`config.mk`:
```
export PLATFORM = sky130hd
export DESIGN_NAME = pint_rx_formatter
export DESIGN_NICKNAME = d
export VERILOG_FILES = /design/src/rtl/pint_rx_formatter_pkg.sv /design/src/rtl/pint_rx_formatter_hex_ascii_enc.sv /design/src/rtl/pint_rx_formatter.sv
export SDC_FILE = /design/constraint.sdc
export NUM_CORES = 1
export LEC_CHECK = 0
export CORE_MARGIN = 2
export CORE_UTILIZATION = 50
export CTS_CLUSTER_DIAMETER = 150
export DETAILED_ROUTE_END_ITERATION = 10
export DONT_BUFFER_PORTS = 1
export PLACE_DENSITY_LB_ADDON = 0.05
export SLEW_MARGIN = 0
export SYNTH_ARGS = -nofsm -noshare
export SYNTH_HDL_FRONTEND = slang
export SYNTH_SLANG_ARGS = --single-unit
```
`constraint.sdc`:
```
create_clock -name clk -period 6.6 [get_ports clk]
set_clock_uncertainty 0.1 [all_clocks]
set_input_delay 1.98 -clock clk [delete_from_list [all_inputs] [get_ports clk]]
set_output_delay 1.98 -clock clk [all_outputs]
set_load 0.005 [all_outputs]
```
`src/rtl/pint_rx_formatter_pkg.sv`:
```
// pint_rx_formatter_pkg
// Shared definitions for the PINT receive formatter: default line framing
// characters, FSM state encoding, maximum payload byte count, ASCII offsets
// used by the nibble encoder, and the byte-count clamp helper.
package pint_rx_formatter_pkg;

   localparam logic [7:0] DEF_HEADER_CHAR = 8'h61;
   localparam logic [7:0] DEF_EOL_CHAR    = 8'h0a;
   localparam logic [2:0] MAX_BYTES       = 3'd5;
   localparam logic [7:0] ASCII_DIGIT_OFS = 8'h30;
   // 8'h57 + 10 = 8'h61, so nibbles A-F land on lowercase 'a'-'f'
   localparam logic [7:0] ASCII_ALPHA_OFS = 8'h57;

   typedef enum logic [2:0] {
      ST_IDLE   = 3'd0,
      ST_HDR    = 3'd1,
      ST_NIB_HI = 3'd2,
      ST_NIB_LO = 3'd3,
      ST_EOL    = 3'd4
   } state_e;

   // Byte counts 6 and 7 are stored as 5.
   function automatic logic [2:0] clamp_count(input logic [2:0] n);
      return (n > MAX_BYTES) ? MAX_BYTES : n;
   endfunction

endpackage

```
`src/rtl/pint_rx_formatter_hex_ascii_enc.sv`:
```
// hex_ascii_enc
// Combinational 4-bit nibble to lowercase ASCII hex character encoder.
// Ports:
//   nib_i    4-bit value to encode
//   ascii_o  8'h30-8'h39 for 0-9, 8'h61-8'h66 for A-F
module hex_ascii_enc
   import pint_rx_formatter_pkg::*;
(
   input  logic [3:0] nib_i,
   output logic [7:0] ascii_o
);

   always_comb begin
      if (nib_i < 4'd10) ascii_o = ASCII_DIGIT_OFS + {4'b0000, nib_i};
      else               ascii_o = ASCII_ALPHA_OFS + {4'b0000, nib_i};
   end

endmodule

```
`src/rtl/pint_rx_formatter.sv`:
```
// pint_rx_formatter
// Turns received PINT messages into ASCII response lines for the host UART:
// header char, two lowercase hex digits per payload byte (byte 0 first, high
// nibble first), end-of-line char. One active message plus one pending slot;
// a message arriving while both are occupied is dropped.
// Characters are paced by tx_empty; a one-cycle gap after every tx_latch keeps
// a stale tx_empty from the previous character from being reused.
//
// Optional feature: define PINT_RX_DROP_CNT_EN to get an 8-bit saturating
// dropped-message counter on drop_count; otherwise drop_count is tied to 0.
//
// Ports:
//   clk, reset          clock, synchronous active-high reset
//   rx_latch            one-cycle pulse, rx_data/rx_num_bytes valid
//   rx_data[39:0]       payload, byte i at [8i+7:8i]
//   rx_num_bytes[2:0]   valid byte count (6,7 treated as 5)
//   tx_empty            UART ready for a character
//   tx_latch            one-cycle pulse, tx_data to UART
//   tx_data[7:0]        character, 0 when not emitting
//   busy                registered, active or pending message present
//   drop_count[7:0]     dropped-message count
//
// state     | meaning
// ----------+--------------------------------------------------
// ST_IDLE   | nothing to send, waiting for pending or rx_latch
// ST_HDR    | emitting HEADER_CHAR
// ST_NIB_HI | emitting high nibble of active byte idx
// ST_NIB_LO | emitting low nibble of active byte idx
// ST_EOL    | emitting EOL_CHAR
module pint_rx_formatter
   import pint_rx_formatter_pkg::*;
#(
   parameter logic [7:0] HEADER_CHAR = DEF_HEADER_CHAR,
   parameter logic [7:0] EOL_CHAR    = DEF_EOL_CHAR
)(
   input  logic        clk,
   input  logic        reset,
   input  logic        rx_latch,
   input  logic [39:0] rx_data,
   input  logic [2:0]  rx_num_bytes,
   input  logic        tx_empty,
   output logic        tx_latch,
   output logic [7:0]  tx_data,
   output logic        busy,
   output logic [7:0]  drop_count
);

   state_e      state_q, state_d;
   logic [2:0]  idx_q, idx_d;
   logic        gap_q, gap_d;
   logic [39:0] act_data_q, act_data_d;
   logic [2:0]  act_cnt_q, act_cnt_d;
   logic [39:0] pend_data_q, pend_data_d;
   logic [2:0]  pend_cnt_q, pend_cnt_d;
   logic        pend_vld_q, pend_vld_d;
   logic        busy_q, busy_d;

   logic        emitting;
   logic        eol_done;
   logic        start_from_pend;
   logic        load_active;
   logic        pend_free;
   logic [2:0]  rx_cnt;
   logic [2:0]  idx_nxt;
   logic [7:0]  byte_sel;
   logic [3:0]  nib_sel;
   logic [7:0]  nib_ascii;

   assign rx_cnt          = clamp_count(rx_num_bytes);
   assign idx_nxt         = idx_q + 3'd1;
   assign eol_done        = (state_q == ST_EOL) && tx_latch;
   // Pending hands over to active either when the current line finishes or
   // when it was filled on the very EOL cycle and the FSM fell back to idle.
   assign start_from_pend = pend_vld_q && ((state_q == ST_IDLE) || eol_done);
   assign load_active     = (state_q == ST_IDLE) && !pend_vld_q;
   assign pend_free       = !pend_vld_q || start_from_pend;

   // State register
   always_ff @(posedge clk) begin
      if (reset) begin
         state_q     <= ST_IDLE;
         idx_q       <= '0;
         gap_q       <= 1'b0;
         act_data_q  <= '0;
         act_cnt_q   <= '0;
         pend_data_q <= '0;
         pend_cnt_q  <= '0;
         pend_vld_q  <= 1'b0;
         busy_q      <= 1'b0;
      end else begin
         state_q     <= state_d;
         idx_q       <= idx_d;
         gap_q       <= gap_d;
         act_data_q  <= act_data_d;
         act_cnt_q   <= act_cnt_d;
         pend_data_q <= pend_data_d;
         pend_cnt_q  <= pend_cnt_d;
         pend_vld_q  <= pend_vld_d;
         busy_q      <= busy_d;
      end
   end

   // Next-state logic
   always_comb begin
      state_d     = state_q;
      idx_d       = idx_q;
      gap_d       = tx_latch;
      act_data_d  = act_data_q;
      act_cnt_d   = act_cnt_q;
      pend_data_d = pend_data_q;
      pend_cnt_d  = pend_cnt_q;
      pend_vld_d  = pend_vld_q;

      case (state_q)
         ST_IDLE: begin
            if (pend_vld_q || rx_latch) state_d = ST_HDR;
         end
         ST_HDR: begin
            idx_d = '0;
            if (tx_latch) state_d = (act_cnt_q != 3'd0) ? ST_NIB_HI : ST_EOL;
         end
         ST_NIB_HI: begin
            if (tx_latch) state_d = ST_NIB_LO;
         end
         ST_NIB_LO: begin
            if (tx_latch) begin
               if (idx_nxt < act_cnt_q) begin
                  state_d = ST_NIB_HI;
                  idx_d   = idx_nxt;
               end else begin
                  state_d = ST_EOL;
               end
            end
         end
         ST_EOL: begin
            if (tx_latch) state_d = pend_vld_q ? ST_HDR : ST_IDLE;
         end
         default: state_d = ST_IDLE;
      endcase

      if (start_from_pend) begin
         act_data_d = pend_data_q;
         act_cnt_d  = pend_cnt_q;
         pend_vld_d = 1'b0;
      end

      if (rx_latch) begin
         if (load_active) begin
            act_data_d = rx_data;
            act_cnt_d  = rx_cnt;
         end else if (pend_free) begin
            pend_data_d = rx_data;
            pend_cnt_d  = rx_cnt;
            pend_vld_d  = 1'b1;
         end
      end

      busy_d = (state_d != ST_IDLE) || pend_vld_d;
   end

   // Output logic
   always_comb begin
      case (idx_q)
         3'd0:    byte_sel = act_data_q[7:0];
         3'd1:    byte_sel = act_data_q[15:8];
         3'd2:    byte_sel = act_data_q[23:16];
         3'd3:    byte_sel = act_data_q[31:24];
         3'd4:    byte_sel = act_data_q[39:32];
         default: byte_sel = 8'h00;
      endcase
      nib_sel  = (state_q == ST_NIB_HI) ? byte_sel[7:4] : byte_sel[3:0];
      emitting = (state_q == ST_HDR) || (state_q == ST_NIB_HI) ||
                 (state_q == ST_NIB_LO) || (state_q == ST_EOL);
      tx_latch = tx_empty && emitting && !gap_q;
      case (state_q)
         ST_HDR:              tx_data = HEADER_CHAR;
         ST_NIB_HI, ST_NIB_LO: tx_data = nib_ascii;
         ST_EOL:              tx_data = EOL_CHAR;
         default:             tx_data = 8'h00;
      endcase
   end

   hex_ascii_enc u_hex_ascii_enc (
      .nib_i   (nib_sel),
      .ascii_o (nib_ascii)
   );

   assign busy = busy_q;

`ifdef PINT_RX_DROP_CNT_EN
   logic       drop_inc;
   logic [7:0] drop_q, drop_d;

   assign drop_inc = rx_latch && !load_active && !pend_free;

   always_comb begin
      drop_d = drop_q;
      if (drop_inc && (drop_q != 8'hff)) drop_d = drop_q + 8'd1;
   end

   always_ff @(posedge clk) begin
      if (reset) drop_q <= '0;
      else       drop_q <= drop_d;
   end

   assign drop_count = drop_q;
`else
   assign drop_count = 8'h00;
`endif

endmodule
```
Fig. 1: run 1, clock routing
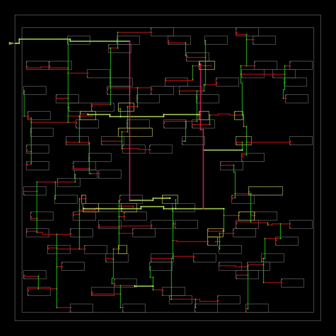
FFs & Latches: 95
clock-net power: 433 uW
number of clock buffers in the layout: 10
TritonCTS buffer count: 9
TritonCTS sink count: 95

Fig. 2: run 1, cells coloured by class
Drawn at 4 px/um. Fill, decap, tap and diode cells in grey.
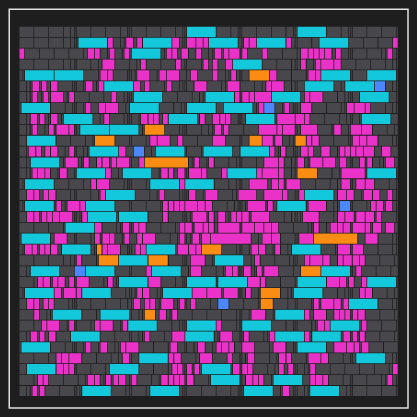
- orange: clock drivers and dummy loads (cells 16)
- blue: remaining buffers and delay cells (cells 6)
- cyan: sequential cells (cells 95)
- magenta: combinational and other logic (cells 447)
flip-flop and latch share of the layout cell area: 40.6%
number of placement rows: 34

==> reports/qor.txt, run 1 <==
total wire length after detailed routing - 11200 um
max-slew violation total from the final report - 0
Worst VDD drop - 0.157 mV
number of levels the H-tree was split into - 3
first-pass iteration count of the detailed router - 7
sum of met3 wire segment lengths after detailed routing - 756 um
yosys warning tally - 0
worst hold-check slack - 355 ps
Final Power - 1.38 mW
Post-Route M1 WL - 5310 um
area share of and-or/or-and cells after synthesis - 20.6%
power of the combinational group - 260 uW
registers with the most flip-flops - act_data_q (40), pend_data_q (40)
Chip Width - 99.3 um
core utilization before placement - 51.8%
status - finished clean
Fin. Hold Viols - 0
#FFs+latches synth - 95
area fraction of clock buffers and clock inverters - 4.70%
initial antenna violation count - 0
switching share of power - 31.4%
final cycle utilization of the critical path - 72.1%
summed instance area of the synthesized netlist - 4540 um2
CTS clk-pin slew, worst paths - 100 ps
via count of the first global-routing pass - 3646
mean cell area of the mapped netlist - 7.63 um2
top routing layer used - met4
CTS tree - built
area of the synthesized netlist per yosys stat - 4540 um2
kind of cell with the highest combined delay on the critical path - AND-OR/OR-AND gates
Fig. 3: run 1, clock network drawn from the DEF
Drawn at 6 px/um.
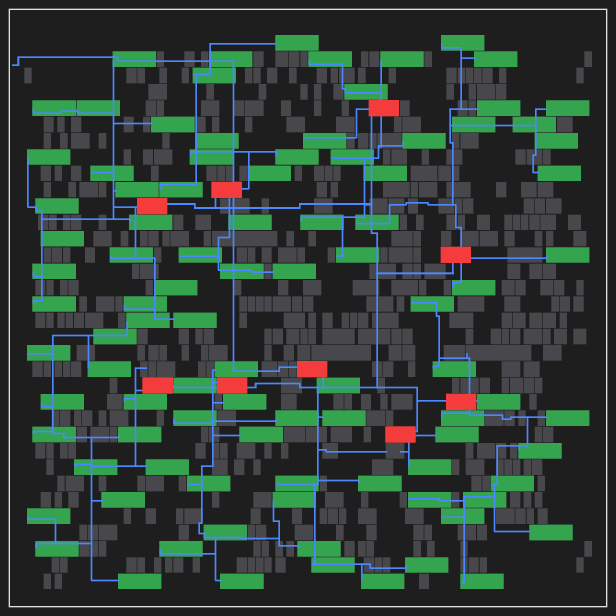
- red: clock drivers (count 9)
- green: flip-flops (count 95)
- blue: clock wires (length 1190 um)
- routed clock nets: 10

run 1: cell usage after synthesis (all sizes together):
| master | number | share of area [%] |
|---|---|---|
| inv | 10 | 0.83 |
| or2 | 2 | 0.28 |
| mux2 | 3 | 0.74 |
| a32oi | 2 | 0.39 |
| mux2i | 3 | 0.66 |
| a21o | 2 | 0.33 |
| nor3b | 2 | 0.44 |
| nand3 | 53 | 6.0 |
| o22ai | 4 | 0.55 |
| ha | 7 | 1.9 |
| a22oi | 1 | 0.17 |
| nand2b | 6 | 0.83 |
| a311oi | 42 | 8.1 |
| nor4 | 1 | 0.14 |
| and3 | 2 | 0.28 |
| dfxtp | 95 | 42 |
| o221ai | 1 | 0.19 |
| and3b | 1 | 0.19 |
| a21boi | 1 | 0.17 |
| a2bb2oi | 1 | 0.19 |
| a221oi | 1 | 0.33 |
| a2111oi | 1 | 0.61 |
| nor3 | 2 | 0.22 |
| o21bai | 1 | 0.17 |
| nor2 | 61 | 5.0 |
| clkbuf | 45 | 3.7 |
| nor2b | 5 | 0.69 |
| o22a | 2 | 0.39 |
| a211oi | 3 | 0.50 |
| or3b | 1 | 0.25 |
| buf | 16 | 2.8 |
| o311ai | 1 | 0.19 |
| a222oi | 6 | 1.3 |
| o21ai | 8 | 0.88 |
| nand2 | 144 | 12 |
| conb | 1 | 0.083 |
| xnor2 | 1 | 0.19 |
| a21oi | 55 | 6.1 |
| nand3b | 2 | 0.33 |
run 1: stage by stage:
step                instances  cell area, um2
floorplan                 603            4570
global placement          656            4460
detailed placement        656            4460
CTS                       672            4680
global route              672            4680
finish                    672            4680
Fig. 4: run 1, metal 2
Drawn at 4 px/um.
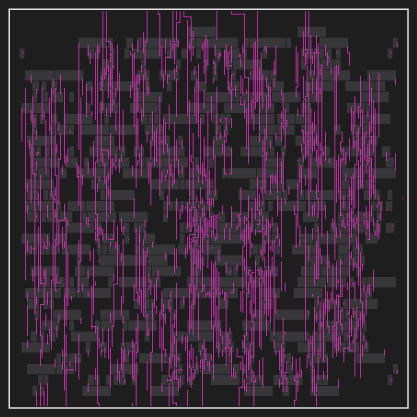

==> run 2: changes to the inputs <==
Clock period 6.6 ns to 3.9 ns, I/O delays scaled along.
Fig. 5: run 2, metal 2
Drawn at 4 px/um.
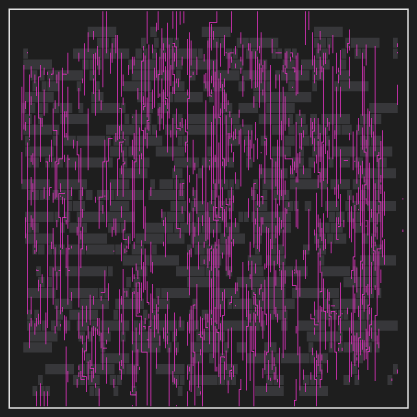
- longest straight run: 42.8 um
- nets with wire on the layer: 470
vias post-DR: 3939
total wire length after detailed routing: 11400 um
grt met2 use: 35.6%

Fig. 6: run 2, I/O pins on the die edge
Drawn at 3 px/um. Pins as bars across the die edge, other pins in grey.
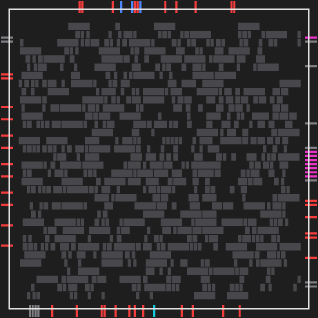
- magenta: tx_data (pins 8; direction output; edge east)
- red: rx_data (pins 40; direction input; edge 12 south, 12 west, 10 north, 6 east)
- blue: rx_num_bytes (pins 3; direction input; edge north)
- cyan: reset (pins 1; direction input; edge south)
- all pins by edge: 21 east, 17 south, 14 west, 13 north

==> reports/qor.txt, run 2 <==
summed instance area of the synthesized netlist - 4540 um2 (unchanged)
switching share of power - 32.6% (+1.2 points)
CTS clk-pin slew, worst paths - 90 ps (about the same)
number of placement rows - 34 (unchanged)
Post-Route M1 WL - 5640 um (+6.3%)
cell with the most instances after synthesis - sky130_fd_sc_hd__nand2_1
Final Power - 2.23 mW (+61%)
dominant cell type by area after synthesis - sky130_fd_sc_hd__dfxtp_1
status - finished clean
TritonCTS sink count - 95 (unchanged)
number of levels the H-tree was split into - 3 (unchanged)
Main synth FF type - sky130_fd_sc_hd__dfxtp_1
number of instances in the placed design - 661 (+0.76%)
Worst VDD drop - 0.191 mV (+22%)
non-filler instance count after layout - 677 (+0.74%)
core utilization before placement - 51.8% (unchanged)
ranking of synthesized cells by instance count - 144 x sky130_fd_sc_hd__nand2_1, 95 x sky130_fd_sc_hd__dfxtp_1, 61 x sky130_fd_sc_hd__nor2_1, 54 x sky130_fd_sc_hd__a21oi_1, 52 x sky130_fd_sc_hd__nand3_1
final cycle utilization of the critical path - 93.8%
first-pass iteration count of the detailed router - 7 (unchanged)
Fin. Hold Viols - 0 (unchanged)
initial antenna violation count - 0 (unchanged)
via count of the first global-routing pass - 3662 (+0.44%)
share of Yosys cell area claimed by the top area cell type - 41.9% (unchanged)
post-synth tally of flip-flops with integrated enable - 0 (unchanged)
area of the synthesized netlist per yosys stat - 4540 um2 (unchanged)
fraction of registers with async set/reset - 0% (unchanged)
#FFs+latches synth - 95 (unchanged)
sum of met3 wire segment lengths after detailed routing - 511 um (-32%)
Chip Width - 99.3 um (unchanged)
CTS tree - built
Post-Place Cell Area - 4510 um2 (+1.1%)
summed negative setup slack over all endpoints - 0 ps
area share of and-or/or-and cells after synthesis - 20.6% (unchanged)
yosys warning tally - 0 (unchanged)
kind of cell with the highest combined delay on the critical path - AND-OR/OR-AND gates
TritonCTS buffer count - 9 (unchanged)
max-slew violation total from the final report - 0 (unchanged)
Fig. 7: run 2, cells coloured by class
Drawn at 4 px/um. Fill, decap, tap and diode cells in grey.
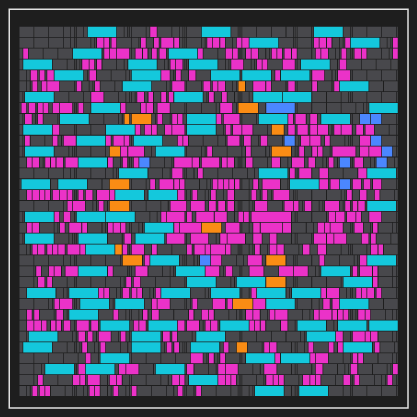
- orange: clock drivers and dummy loads (cells 16)
- blue: remaining buffers and delay cells (cells 11)
- magenta: combinational and other logic (cells 447)
- cyan: sequential cells (cells 95)
flip-flop and latch share of the layout cell area: 40.5%
Core Box Area: 8760 um2
utilization of the core after routing: 53.6%

==> run 2: cell counts after synthesis <==
No cell type changed its count.
==> run 2: power by group through the flow <==
| stage | Clock [mW] | Sequential (mW) | Combinational [mW] |
|---|---|---|---|
| 2_1_floorplan | 0 | 1.15 | 0.393 |
| 3_3_place_gp | 0 | 1.19 | 0.453 |
| 3_5_place_dp | 0 | 1.19 | 0.458 |
| 4_1_cts | 0.610 | 1.17 | 0.461 |
| 5_1_grt | 0.652 | 1.18 | 0.525 |
| 6_report | 0.598 | 1.17 | 0.460 |
==> run 2: path summary, 6_finish.rpt <==
| check | endpoint | start | depth (start not counted) | slack [ps] |
|---|---|---|---|---|
| setup / recovery | tx_data[0] | idx_q[0]$_SDFFE_PP0P_ | 8 | 240 |
| hold / removal | pend_data_q[9]$_SDFFE_PP0P_ | pend_data_q[9]$_SDFFE_PP0P_ | 2 | 360 |
| setup reg to reg | idx_q[1]$_SDFFE_PP0P_ | idx_q[0]$_SDFFE_PP0P_ | 9 | 1300 |
| hold reg to reg | pend_data_q[9]$_SDFFE_PP0P_ | pend_data_q[9]$_SDFFE_PP0P_ | 2 | 360 |
==> run 2: per-stage QoR <==
| step | util (%) | hold WS [ps] |
|---|---|---|
| 5_1_grt | 53.6 | 376 |
| 2_1_floorplan | - | 337 |
| 4_1_cts | 53.5 | 355 |
| 3_5_place_dp | 51.5 | 341 |
| 3_3_place_gp | 51.5 | 336 |
| 6_report | 53.6 | 356 |
==> run 2: final cells by class <==
| class | instances | area (um2) |
|---|---|---|
| fill | 890 | 4070 |
| multi-input combinational | 437 | 2350 |
| sequential | 95 | 1900 |
| clock buffer | 11 | 141 |
| tap | 108 | 135 |
| timing repair buffer | 11 | 95.1 |
| inverter | 10 | 37.5 |
| clock inverter | 5 | 33.8 |
Fig. 8: run 2, clock routing
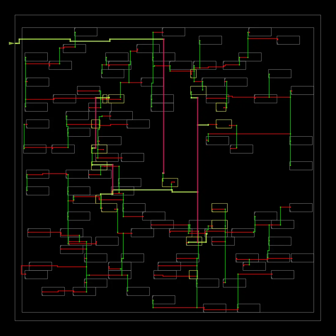

==> run 3: changes to the inputs <==
==> constraint.sdc (replaced) <==
create_clock -name clk -period 3.9 [get_ports clk]
set_clock_uncertainty 0.1 [all_clocks]
set_input_delay 1.17 -clock clk [delete_from_list [all_inputs] [get_ports clk]]
set_output_delay 1.17 -clock clk [all_outputs]
set_load 0.1 [all_outputs]
Fig. 9: run 3, clock routing
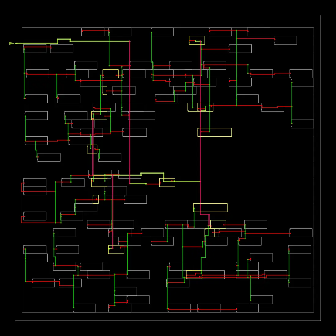
clock-net power: 732 uW
Clock Latency Late Sink: 370 ps

Fig. 10: run 3, metal 2
Drawn at 4 px/um.
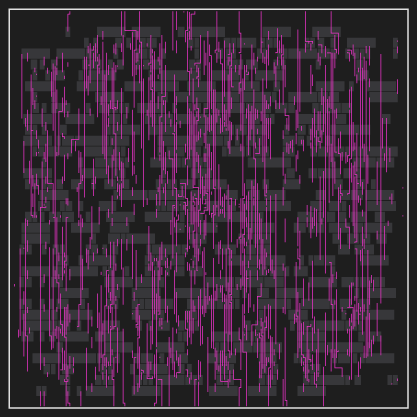
- share of all routed wire: 46%
- main direction: vertical
- nets with wire on the layer: 467
- longest straight run: 62.2 um

==> reports/qor.txt, run 3 <==
core utilization before placement - 51.8% (unchanged)
area fraction of clock buffers and clock inverters - 4.38% (+0.65 points)
Chip Width - 99.3 um (unchanged)
number of clock buffers in the layout - 10 (-1)
worst hold-check slack - 354 ps (-1.50 ps)
status - finished clean
#FFs+latches synth - 95 (unchanged)
cell with the most instances after synthesis - sky130_fd_sc_hd__nand2_1
summed instance area of the synthesized netlist - 4540 um2 (unchanged)
sequential cell power - 1.17 mW (about the same)
Post-Route M1 WL - 5520 um (-2.1%)
non-filler instance count after layout - 691 (+2.1%)
top power consumer group - registers
Non-Clock Buffer Count - 25 (+14)
power of the combinational group - 623 uW (+35%)
proportion of cell area occupied by multi-input gates - 48.6% (-1.5 points)
Main synth FF type - sky130_fd_sc_hd__dfxtp_1
flip-flop and latch share of the layout cell area - 38.1% (-2.4 points)
TritonCTS sink count - 95 (unchanged)
area of the synthesized netlist per yosys stat - 4540 um2 (unchanged)
vias post-DR - 4025 (+2.2%)
start point of the worst min-delay path - pend_data_q[15]$_SDFFE_PP0P_
via count of the first global-routing pass - 3778 (+3.2%)
TAP cells - 108 (unchanged)
Fig. 11: run 3, cells coloured by class
Drawn at 4 px/um. Fill, decap, tap and diode cells in grey.
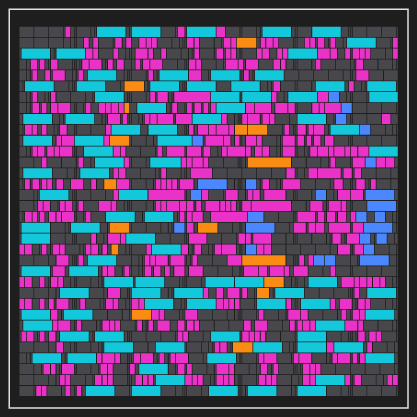
- orange: clock drivers and dummy loads (cells 16)
- cyan: sequential cells (cells 95)
- blue: remaining buffers and delay cells (cells 25)
- magenta: combinational and other logic (cells 447)

==> run 3: layer usage <==
layer | GRT usage, % | vias to the layer above
met1 | 34.2 | 1868
met2 | 37.7 | 128
met5 | 0 | -
met3 | 3.94 | 10
li1 | - | 2019
met4 | 8.75 | 0
==> run 3: critical path, stage by stage (launching register included) <==
cell                         delay [ps]
sky130_fd_sc_hd__dfxtp_4            390
sky130_fd_sc_hd__clkinvlp_4         110
sky130_fd_sc_hd__ha_4               180
sky130_fd_sc_hd__buf_12             130
sky130_fd_sc_hd__a222oi_1           360
sky130_fd_sc_hd__o21ai_1            150
sky130_fd_sc_hd__o22a_1             220
sky130_fd_sc_hd__nor2_2             100
sky130_fd_sc_hd__nand2b_1            80
sky130_fd_sc_hd__o221ai_2           220
sky130_fd_sc_hd__buf_12             210
==> run 3: how the worst max path moves through the flow <==
stage / start / endpoint / slack, ps / cells after the start
after floorplan: idx_q[0]$_SDFFE_PP0P_ / tx_data[0] / 4 / 9
after global placement: idx_q[0]$_SDFFE_PP0P_ / tx_data[1] / 300 / 9
after detailed placement: idx_q[0]$_SDFFE_PP0P_ / tx_data[0] / 210 / 9
after CTS: idx_q[0]$_SDFFE_PP0P_ / tx_data[1] / 20 / 9
after global routing: idx_q[0]$_SDFFE_PP0P_ / tx_data[0] / -40 / 10
final: idx_q[0]$_SDFFE_PP0P_ / tx_data[1] / 110 / 10
==> run 3: cells by family after synthesis <==
logic type                 after synthesis
xor gates and xnor gates                 1
DFF                                     95
buffers and inverters                   71
and+or+nand+nor                        282
muxes                                    6
adders and majority gates                7
other                                    1
AOI/OAI and AO/OA                      132
==> run 3: timing repair <==
| action | 4_1_cts | 5_1_grt |
|---|---|---|
| setup endpoints to repair | 6 | 5 |
| setup buffers | 0 | 6 |
| pin swaps | 0 | 7 |
| gates resized | 6 | 15 |
No activity file was given, so power comes from the tool's default toggle rates.
